### src/rtl/memory_bus_arbiter.sv
// Two-requester (instruction fetch / load-store) arbiter for a single memory port and its MAR.
// Fixed 4-phase access: IDLE -> ADDR (MAR load) -> WAIT (strobe, timeout) -> RESP (done pulse).
module memory_bus_arbiter #(
  parameter int ADDR_W       = 32,
  parameter int DATA_W       = 32,
  parameter int STARVE_LIMIT = 4,
  parameter int TIMEOUT      = 255
) (
  input  logic                mba_clk,
  input  logic                mba_rst_n,
  // instruction fetch side
  input  logic                if_req,
  input  logic [ADDR_W-1:0]   if_addr,
  output logic                if_gnt,
  output logic                if_done,
  output logic [DATA_W-1:0]   if_rdata,
  output logic                if_err,
  // load/store side
  input  logic                ls_req,
  input  logic                ls_we,
  input  logic [ADDR_W-1:0]   ls_addr,
  input  logic [DATA_W-1:0]   ls_wdata,
  input  logic [DATA_W/8-1:0] ls_be,
  output logic                ls_gnt,
  output logic                ls_done,
  output logic [DATA_W-1:0]   ls_rdata,
  output logic                ls_err,
  // MAR / memory side
  output logic                mar_wr_en_o,
  output logic [ADDR_W-1:0]   mar_in_o,
  output logic                mem_rd_o,
  output logic                mem_wr_o,
  output logic [DATA_W-1:0]   mem_wdata_o,
  output logic [DATA_W/8-1:0] mem_be_o,
  input  logic [DATA_W-1:0]   mem_rdata_i,
  input  logic                mem_ready_i,
  output logic                busy_o
);

  localparam int BE_W = DATA_W / 8;
  localparam int SC_W = $clog2(STARVE_LIMIT + 1);
  localparam logic [SC_W-1:0] STARVE_MAX = SC_W'(STARVE_LIMIT);
  localparam logic [7:0]      TMO_MAX    = 8'(TIMEOUT);

  typedef enum logic [1:0] {IDLE, ADDR, WAIT, RESP} state_t;

  state_t              state_q;
  logic                own_ls_q;
  logic                we_q;
  logic [ADDR_W-1:0]   addr_q;
  logic [DATA_W-1:0]   wdata_q;
  logic [BE_W-1:0]     be_q;
  logic [SC_W-1:0]     starve_q;
  logic [7:0]          tmo_q;
  logic                if_gnt_q, ls_gnt_q, if_done_q, ls_done_q;
  logic                mar_wr_en_q, mem_rd_q, mem_wr_q;
  logic [DATA_W-1:0]   if_rdata_q, ls_rdata_q;
  logic                if_err_q, ls_err_q;

  logic                ls_win_d;
  logic [7:0]          tmo_d;
  logic [DATA_W-1:0]   rdata_d;

  // LS has priority unless IF has already been passed over STARVE_LIMIT times in a row.
  assign ls_win_d = ls_req && !(if_req && (starve_q == STARVE_MAX));
  assign tmo_d    = tmo_q + 8'd1;
  assign rdata_d  = (mem_ready_i && !we_q) ? mem_rdata_i : '0;

  always_ff @(posedge mba_clk or negedge mba_rst_n) begin
    if (!mba_rst_n) begin
      state_q     <= IDLE;
      own_ls_q    <= 1'b0;
      we_q        <= 1'b0;
      addr_q      <= '0;
      wdata_q     <= '0;
      be_q        <= '0;
      starve_q    <= '0;
      tmo_q       <= '0;
      if_gnt_q    <= 1'b0;
      ls_gnt_q    <= 1'b0;
      if_done_q   <= 1'b0;
      ls_done_q   <= 1'b0;
      mar_wr_en_q <= 1'b0;
      mem_rd_q    <= 1'b0;
      mem_wr_q    <= 1'b0;
      if_rdata_q  <= '0;
      ls_rdata_q  <= '0;
      if_err_q    <= 1'b0;
      ls_err_q    <= 1'b0;
    end else begin
      if_gnt_q    <= 1'b0;
      ls_gnt_q    <= 1'b0;
      if_done_q   <= 1'b0;
      ls_done_q   <= 1'b0;
      mar_wr_en_q <= 1'b0;
      case (state_q)
        IDLE: begin
          if (if_req || ls_req) begin
            state_q     <= ADDR;
            own_ls_q    <= ls_win_d;
            we_q        <= ls_win_d && ls_we;
            addr_q      <= ls_win_d ? ls_addr : if_addr;
            wdata_q     <= ls_win_d ? ls_wdata : '0;
            be_q        <= (ls_win_d && ls_we) ? ls_be : '1;
            if_gnt_q    <= !ls_win_d;
            ls_gnt_q    <= ls_win_d;
            mar_wr_en_q <= 1'b1;
            starve_q    <= (ls_win_d && if_req) ? starve_q + SC_W'(1) : '0;
          end
        end
        ADDR: begin
          state_q  <= WAIT;
          mem_rd_q <= !we_q;
          mem_wr_q <= we_q;
        end
        WAIT: begin
          tmo_q <= tmo_d;
          // ready on the final timeout cycle still counts as a good transfer
          if (mem_ready_i || (tmo_d == TMO_MAX)) begin
            state_q  <= RESP;
            mem_rd_q <= 1'b0;
            mem_wr_q <= 1'b0;
            if (own_ls_q) begin
              ls_done_q  <= 1'b1;
              ls_err_q   <= !mem_ready_i;
              ls_rdata_q <= rdata_d;
            end else begin
              if_done_q  <= 1'b1;
              if_err_q   <= !mem_ready_i;
              if_rdata_q <= rdata_d;
            end
          end
        end
        RESP: begin
          state_q <= IDLE;
          tmo_q   <= '0;
        end
        default: state_q <= IDLE;
      endcase
    end
  end

  assign if_gnt      = if_gnt_q;
  assign ls_gnt      = ls_gnt_q;
  assign if_done     = if_done_q;
  assign ls_done     = ls_done_q;
  assign if_rdata    = if_rdata_q;
  assign ls_rdata    = ls_rdata_q;
  assign if_err      = if_err_q;
  assign ls_err      = ls_err_q;
  assign mar_wr_en_o = mar_wr_en_q;
  assign mar_in_o    = addr_q;
  assign mem_rd_o    = mem_rd_q;
  assign mem_wr_o    = mem_wr_q;
  assign mem_wdata_o = wdata_q;
  assign mem_be_o    = be_q;
  assign busy_o      = (state_q != IDLE);

endmodule
### config.mk
export PLATFORM = sky130hd
export DESIGN_NAME = memory_bus_arbiter
export DESIGN_NICKNAME = d
export VERILOG_FILES = /design/src/rtl/memory_bus_arbiter.sv
export SDC_FILE = /design/constraint.sdc
export NUM_CORES = 1
export LEC_CHECK = 0
export ABC_AREA = 1
export ABC_CLOCK_PERIOD_IN_PS = 2200
export CORE_MARGIN = 10
export CORE_UTILIZATION = 45
export CTS_BUF_LIST = sky130_fd_sc_hd__clkbuf_2 sky130_fd_sc_hd__clkbuf_4 sky130_fd_sc_hd__clkbuf_8
export DETAILED_ROUTE_END_ITERATION = 7
export GPL_ROUTABILITY_DRIVEN = 0
export PLACE_DENSITY = 0.83
export SYNTH_ARGS = -nofsm -noshare
export SYNTH_HDL_FRONTEND = slang
export SYNTH_SLANG_ARGS = --single-unit
### constraint.sdc
create_clock -name mba_clk -period 2.2 [get_ports mba_clk]
set_input_delay 0.44 -clock mba_clk [delete_from_list [all_inputs] [get_ports mba_clk]]
set_output_delay 0.44 -clock mba_clk [all_outputs]
set_load 0.02 [all_outputs]
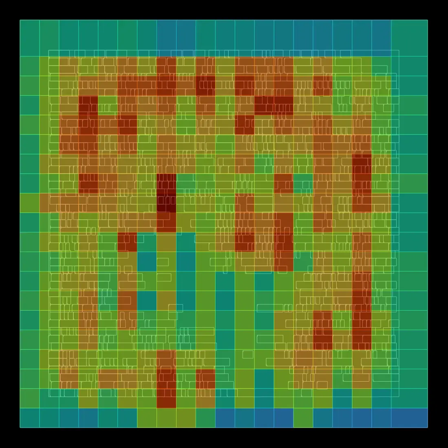
Figure 1: track usage over the die.
met3 Use GR: 9.670%
Finished Core Util: 68.45%
met1 Use GR: 24.88%

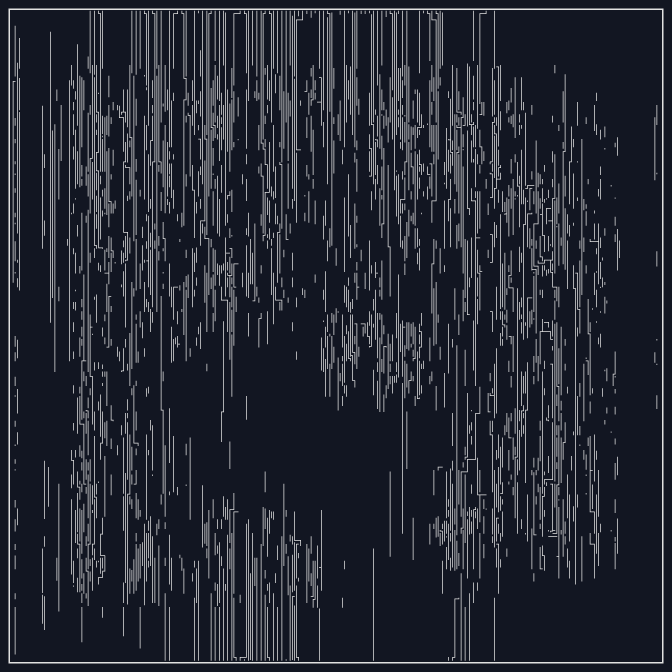
Figure 2: met2 routing.
longest straight run: 65.3 um
main direction: vertical
final WL: 22410 um
GR Layer Usage met2: 34.10%
Vias: 6622

==> results.py <==
# Physical implementation metrics
metrics = {
    "clock_tree": {
        "clkTransAtPathRegs_ns": 0.08,
        "clock.latency.late_pin_ns": 0.45,
        "cts.path.max_buffers": 2,
        "h-tree-depth": 4,
        "cts_sinks": 156,
        "cts_root_buffer": "clkbuf_8",
        "numCtsBuffers": 17,
        "cts_tree": "done",
    },
    "synthesis": {
        "ys_seq_share_pct": 56.46,
        "top_cell": "nand2_1",
        "enable_flop_cells": 0,
        "top_cells_by_area": "dfrtp_1 56%, nand2_1 18%, nand4_1 6.2%",
        "fp_nets": 959,
        "synthTopCellsByCount": "324 x nand2_1, 156 x dfrtp_1, 76 x nand3_1, 68 x nand4_1, 54 x inv_1",
        "yosysWarnings": 0,
        "async_flop_share_pct": 100.0,
        "yosysCellCount": 814,
        "yosysTopAreaCellShare_pct": 56.46,
        "numSynthFlops": 156,
        "top_area_cell": "dfrtp_1",
        "yosys-stat-area_sq_um": 6914,
        "avgSynthCellArea_sq_um": 8.494,
    },
    "floorplan": {
        "rows": 45,
        "die_w_um": 144.0,
        "io_pins": 280,
        "fp.dieH_um": 144.0,
        "dieArea_sq_um": 20720,
    },
    "setup_path": {
        "worstRegToRegCells": 10,
        "crit_type": "reg2out",
        "crit_family": "buffers and inverters",
        "cp_cell_sequence": "inv_1 -> ha_1 -> inv_1 -> dlygate4sd2_1",
        "endpoint_kind": "output pin",
        "cp_common_cell": "inv_1",
        "path_depth": 4,
        "required_ns": 1.76,
        "r2r-start": "tmo_q[0]",
        "cp_max_fo": 3,
        "cpPeakStageDelay_ns": 0.38,
        "rr_endpoint": "ls_rdata[28]",
        "rrSetupSlack_ns": 0.22,
        "path_buffers": 3,
    },
    "hold_path": {
        "hold_start": "if_rdata[20]",
        "hold_class": "reg2reg",
        "whs_path_depth": 2,
        "min_to": "if_rdata[20]",
    },
    "sta": {
        "fin_skew_ns": 0.01350,
        "rsz0062_at_grt": "no",
        "finalClockPeriodUsage_pct": 92.22,
        "finalSetupViolations": 0,
        "hold_violations": 0,
        "tightest_slew_ns": 0.5060,
        "maxSlewViolCount": 0,
        "setup_tns_ns": 0,
        "maxSlewHeadroom_pct": 66.26,
        "min_period_ns": 2.029,
    },
    "pwr": {
        "clockPowerShare_pct": 14.6,
        "switching_share_pct": 42.51,
        "pwr-share-comb_pct": 51.4,
        "powerDensity_nw_per_um2": 1373,
        "power_mw": 14.24,
        "power.switching_mw": 6.053,
        "leakagePower_nw": 5.019,
        "internal_power_mw": 8.186,
    },
    "placement": {
        "hpwl_um": 16670,
        "port-buffer-count": 279,
    },
    "detailed_routing": {
        "drt_pass1_iterations": 6,
        "ant_nets": 0,
        "remaining_drc_errors": 0,
        "drtIter0Drc": 425,
        "viasPerCell": 5.141,
    },
    "finish": {
        "antennaDiodeCount": 0,
        "area_growth_pct": 49.95,
        "finalNetCount": 1232,
    },
    "grt": {
        "grt_pass1_wl_um": 34950,
        "grt_antenna_before_repair": 2,
        "grt_pass1_vias": 6567,
        "overflow": 0,
        "grt_max_degree": 70,
    },
    "flow_run": {
        "warnings": 30,
    },
    "status": {
        "status": "completed",
    },
}
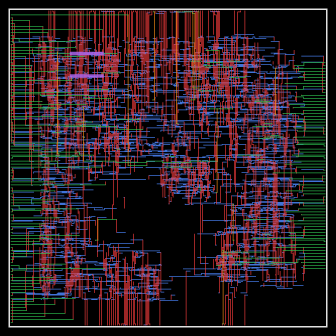
Figure 3: metal layers overlaid.
legend:
  blue:
    layer: met1
    wire_length: 8650 um
  red:
    layer: met2
    wire_length: 10500 um
  orange:
    layer: met4
    wire_length: 482 um
  purple:
    layer: met5
    wire_length: 27.6 um
  green:
    layer: met3
    wire_length: 2800 um
routed length per instance: 17.40 um
GRT Util Overall: 21.33%

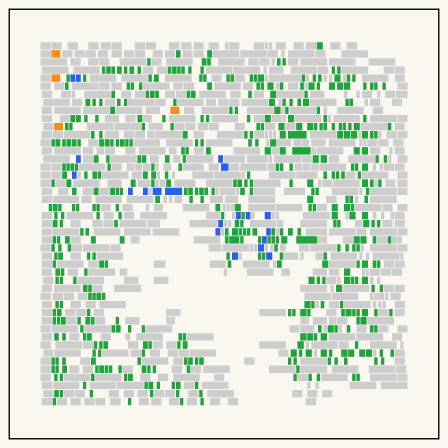
Figure 4: logic cells by family.
legend:
  blue:
    family: inverting AOI/OAI gates
    cells: 20
    where: centre
  orange:
    family: AND-OR and OR-AND gates
    cells: 4
    where: north-west
  green:
    family: NAND gates
    cells: 473
    where: widely spread

[kinds of logic after synthesis]
family | after synthesis | synth area share [%]
AND-OR/OR-AND | 24 | 2.171
XOR/XNOR | 1 | 0.1267
adder cells (fa/ha/maj) | 7 | 1.267
buffers and inverters | 111 | 7.474
flip-flops | 156 | 56.46
AND/OR/NAND/NOR | 515 | 32.50
[flip-flops by register name (all words and copies together) (netlist names), 2 cells and up]
register,count
tmo_q,8
ls_rdata,32
mem_wdata_o,32
mem_be_o,4
if_rdata,32
mar_in_o,32
state_q,2
starve_q,3
[per-stage QoR]
step / instances / utilization (%) / worst slack, ns / cell area (sq um) / hold WS, ns
after floorplan: 814 / - / 0.4333 / 6914 / 0.1444
after global placement: 1255 / 65.79 / 0.2126 / 9965 / 0.4275
after detailed placement: 1255 / 65.79 / 0.1526 / 9965 / 0.4285
after CTS: 1288 / 68.37 / 0.1245 / 10350 / 0.4779
after global routing: 1288 / 68.45 / 0.02117 / 10370 / 0.4943
final: 1288 / 68.45 / 0.1712 / 10370 / 0.4721
[timing repair]
| item | 4_1_cts | 5_1_grt |
|---|---|---|
| buffers inserted | 0 | 0 |
| hold endpoints to repair | 49 | 0 |
| hold buffers | 1 | 0 |
| setup endpoints to repair | 1 | 64 |
| resized | 1 | 3 |
| cloned | 0 | 0 |
[routing by layer]
layer / share of wire, % / global-route usage, % / wire (um)
met3: 12 / 9.670 / 2800
met4: 2.2 / 7.200 / 482
met5: 0.12 / 0 / 27
met2: 47 / 34.10 / 10450
met1: 39 / 24.88 / 8652
[worst min-delay path, stage by stage (launching register included)]
cell and delay [ns]:
dfrtp_1 0.35, nand2_1 0.05, nand2_1 0.04
[how the worst max path moves through the flow]
stage / startpoint / to / slack [ns]
global route: tmo_q[1] / ls_rdata[5] / 0.02
global placement: tmo_q[1] / ls_rdata[22] / 0.21
finish: state_q[0] / busy_o / 0.17
floorplan: state_q[0] / starve_q[2] / 0.43
detailed placement: tmo_q[1] / ls_rdata[2] / 0.15
CTS: state_q[0] / busy_o / 0.12
[power by group through the flow]
stage	logic [mW]	registers, mW	clock network (mW)
global placement	7.26	4.84	0
CTS	7.40	4.84	2.13
finish	7.33	4.84	2.08
global route	7.89	4.99	2.23
detailed placement	7.37	4.86	0
floorplan	2.33	6.18	0
[cell usage in the layout, fill, tap and decap left out, drive strengths merged, types with 4 or more instances in the layout]
cell | synthesis | layout
dfrtp | 156 | 156
clkinv | 2 | 6
clkdlybuf4s50 | 0 | 277
o21ai | 13 | 13
nor2 | 42 | 42
clkbuf | 27 | 18
nand3 | 79 | 79
clkinvlp | 0 | 4
inv | 58 | 63
o22a | 4 | 4
ha | 7 | 7
o22ai | 4 | 4
buf | 24 | 26
nand4 | 68 | 68
nand2 | 326 | 326
[cell type report]
type,count,area [sq um]
clock inverter,14,133.9
sequential,156,3905
inverter,60,225.2
timing repair buffer,305,3103
clock buffer,18,247.7
multi-input combinational,547,2517
tap,188,235.2
fill,1194,4778
Power and IR drop assume default switching activity.
